===== src/rtl/uart_tx_fifo.sv =====
// Serial transmitter fed from a show-ahead FIFO read port.
// Each popped word is sent as start, DATA_W data bits LSB first, optional parity, and STOP_BITS stop bits.
module uart_tx_fifo #(
    parameter int DATA_W    = 8,
    parameter int DIV_W     = 16,
    parameter int PARITY    = 0,
    parameter int STOP_BITS = 1
) (
    input  logic              clk_i,
    input  logic              rst_i,
    input  logic [DIV_W-1:0]  baud_div_i,
    input  logic [DATA_W-1:0] fifo_data_i,
    input  logic              fifo_rdy_i,
    output logic              fifo_rd_o,
    output logic              tx_o,
    output logic              busy_o
);
    localparam int CNT_W = $clog2(DATA_W + 1);

    typedef enum logic [2:0] {
        IDLE   = 3'd0,
        START  = 3'd1,
        DATA   = 3'd2,
        PARITY_BIT = 3'd3,
        STOP   = 3'd4
    } state_t;

    state_t              state;
    logic [DATA_W-1:0]   shift_q;
    logic [DATA_W-1:0]   word_q;
    logic [DIV_W-1:0]    div_q;
    logic [DIV_W-1:0]    div_cnt;
    logic [CNT_W-1:0]    bit_cnt;
    logic                div_zero;
    logic                last_stop;
    logic                parity_bit;

    assign div_zero   = (div_cnt == '0);
    assign last_stop  = (state == STOP) && div_zero && (bit_cnt == CNT_W'(STOP_BITS - 1));
    assign parity_bit = (^word_q) ^ (PARITY == 2);

    // Show-ahead handshake: fifo_data_i is valid whenever fifo_rdy_i=1, and the
    // word is consumed on the edge where fifo_rd_o=1. A pop is offered only in
    // IDLE or in the final cycle of the last stop bit, so frames run back to back.
    assign fifo_rd_o = fifo_rdy_i && ((state == IDLE) || last_stop);

    always_ff @(posedge clk_i or posedge rst_i) begin
        if (rst_i) begin
            state   <= IDLE;
            tx_o    <= 1'b1;
            busy_o  <= 1'b0;
            shift_q <= '0;
            word_q  <= '0;
            div_q   <= '0;
            div_cnt <= '0;
            bit_cnt <= '0;
        end else if (fifo_rd_o) begin
            state   <= START;
            tx_o    <= 1'b0;
            busy_o  <= 1'b1;
            shift_q <= fifo_data_i;
            word_q  <= fifo_data_i;
            div_q   <= baud_div_i;
            div_cnt <= baud_div_i;
            bit_cnt <= '0;
        end else begin
            case (state)
                IDLE: begin
                    tx_o   <= 1'b1;
                    busy_o <= 1'b0;
                end
                START: begin
                    if (div_zero) begin
                        state   <= DATA;
                        tx_o    <= shift_q[0];
                        div_cnt <= div_q;
                        bit_cnt <= '0;
                    end else begin
                        div_cnt <= div_cnt - 1'b1;
                    end
                end
                DATA: begin
                    if (div_zero) begin
                        div_cnt <= div_q;
                        if (bit_cnt == CNT_W'(DATA_W - 1)) begin
                            bit_cnt <= '0;
                            if (PARITY != 0) begin
                                state <= PARITY_BIT;
                                tx_o  <= parity_bit;
                            end else begin
                                state <= STOP;
                                tx_o  <= 1'b1;
                            end
                        end else begin
                            bit_cnt <= bit_cnt + 1'b1;
                            shift_q <= shift_q >> 1;
                            tx_o    <= shift_q[1];
                        end
                    end else begin
                        div_cnt <= div_cnt - 1'b1;
                    end
                end
                PARITY_BIT: begin
                    if (div_zero) begin
                        state   <= STOP;
                        tx_o    <= 1'b1;
                        div_cnt <= div_q;
                        bit_cnt <= '0;
                    end else begin
                        div_cnt <= div_cnt - 1'b1;
                    end
                end
                STOP: begin
                    if (div_zero) begin
                        // The pop case of the last stop bit is handled above.
                        if (last_stop) begin
                            state   <= IDLE;
                            busy_o  <= 1'b0;
                            tx_o    <= 1'b1;
                            bit_cnt <= '0;
                        end else begin
                            bit_cnt <= bit_cnt + 1'b1;
                            div_cnt <= div_q;
                        end
                    end else begin
                        div_cnt <= div_cnt - 1'b1;
                    end
                end
                default: begin
                    state  <= IDLE;
                    tx_o   <= 1'b1;
                    busy_o <= 1'b0;
                end
            endcase
        end
    end
endmodule


===== config.mk =====
export PLATFORM = sky130hd
export DESIGN_NAME = uart_tx_fifo
export DESIGN_NICKNAME = d
export VERILOG_FILES = /design/src/rtl/uart_tx_fifo.sv
export SDC_FILE = /design/constraint.sdc
export NUM_CORES = 1
export LEC_CHECK = 0
export ABC_AREA = 1
export CAP_MARGIN = 40
export CORE_MARGIN = 4
export CORE_UTILIZATION = 29
export DETAILED_ROUTE_END_ITERATION = 10
export PLACE_DENSITY_LB_ADDON = 0.3
export RECOVER_POWER = 25
export SLEW_MARGIN = 20
export SYNTH_ARGS = -nofsm -noshare
export SYNTH_HDL_FRONTEND = slang
export SYNTH_SLANG_ARGS = --single-unit

===== constraint.sdc =====
create_clock -name clk_i -period 1.8 [get_ports clk_i]
set_input_delay 0.36 -clock clk_i [delete_from_list [all_inputs] [get_ports clk_i]]
set_output_delay 0.36 -clock clk_i [all_outputs]
set_load 0.05 [all_outputs]

### Placement view

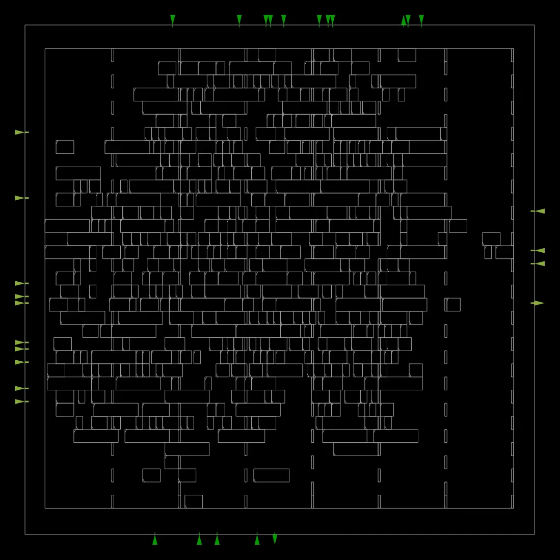
tap cells: 129
core area: 9240 um^2
# rows: 35
FF+latch count: 49

### Power grid

The bar under the picture is 20 um long. Pins as bars on the die edge. Tap cells in grey.
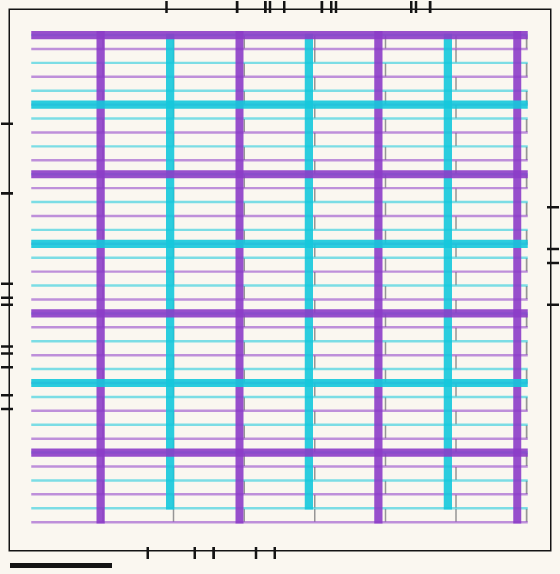
net	colour
VDD	cyan
VSS	purple
met5 straps	7
tap cells	129
met1 rails	36
worst vdd ir: 0.642 mV
DIE HEIGHT: 106 um
Chip Width: 106 um

### Nets reached from selected ports

The bar under the picture is 20 um long.
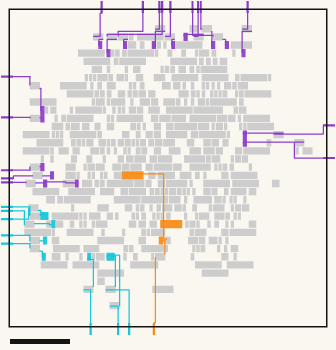
port	colour	bits	direction	end cells	wire
`fifo_data_i`	cyan	8	input	8	147 um
`fifo_rdy_i`	orange	1	input	3	63.7 um
`baud_div_i`	purple	16	input	17	295 um
num ports: 30
I/O Buffers: 29

==> summary.txt <==
flow finished, numbers: status finished with violations, failing checks setup timing, max incr delay on CP a little over 0.4 ns, top comb family, area simple AND/OR/NAND/NOR gates, Total Nets Final approximately 490, Multiplexer share 0%, Synth-to-Final Area Change 51.1%, Crit Path Max Fanout 4, Crit path depth 7, Crit. End Element primary output, Inst Count DP 564, final hold violations 0, register area share after synthesis between 40% and 50%, Hold Buf Count CTS 0, clk cell area share under 10%, global-route wire length before repair between 10000 and 15000 um, # fillers 895, WHS Endpoint div_q[13]$_DFFE_PP0P_, final WL around 7600 um, Root Driver clkbuf_8, setup tns final -1.60 ns, Total GRT Usage 13.2%, # Cells Yosys roughly 370, Worst-path clk slew around 0.090 ns, # diodes 0, number of setup violations in the final report 25, Final non-clock buffer share around 23%, CTS max path bufs 2, Syn Area/Cell ~7.6 um^2, fin worst setup slack -0.177 ns, CTS Buf Count 5, Post-DP HPWL about 5100 um, yosys adder share 1.36%
### Local utilization

The bar under the picture is 20 um long. The die is cut into 11 by 11 equal tiles; white is low, dark blue is high, 0 to 100% covered.
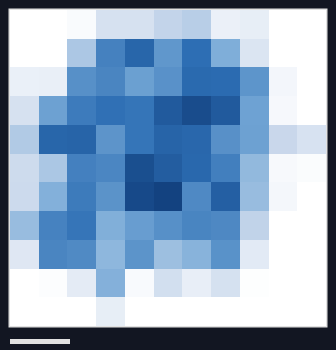
densest ninth of the die	centre
tiles over 75% full	13%
nearly empty tiles	25%
mean over tiles	36%
FP Util: 29.9%
Final Util: 45.1%

### Sequential cells grouped by signal name

The bar under the picture is 20 um long.
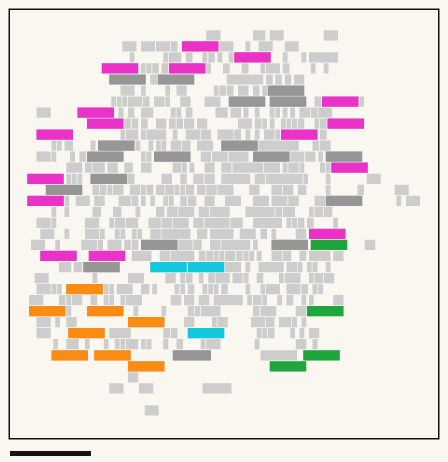
signal	colour	flops
`bit_cnt`	green	4
`div_q`	magenta	16
`state`	cyan	3
`shift_q`	orange	8
not coloured	18
sequential cell area share: 29.4%
sequential logic power: 0.00195 W
Seq. cell area: 1230 um^2

Power figures rest on the tool's default switching activity, not on a simulated workload.
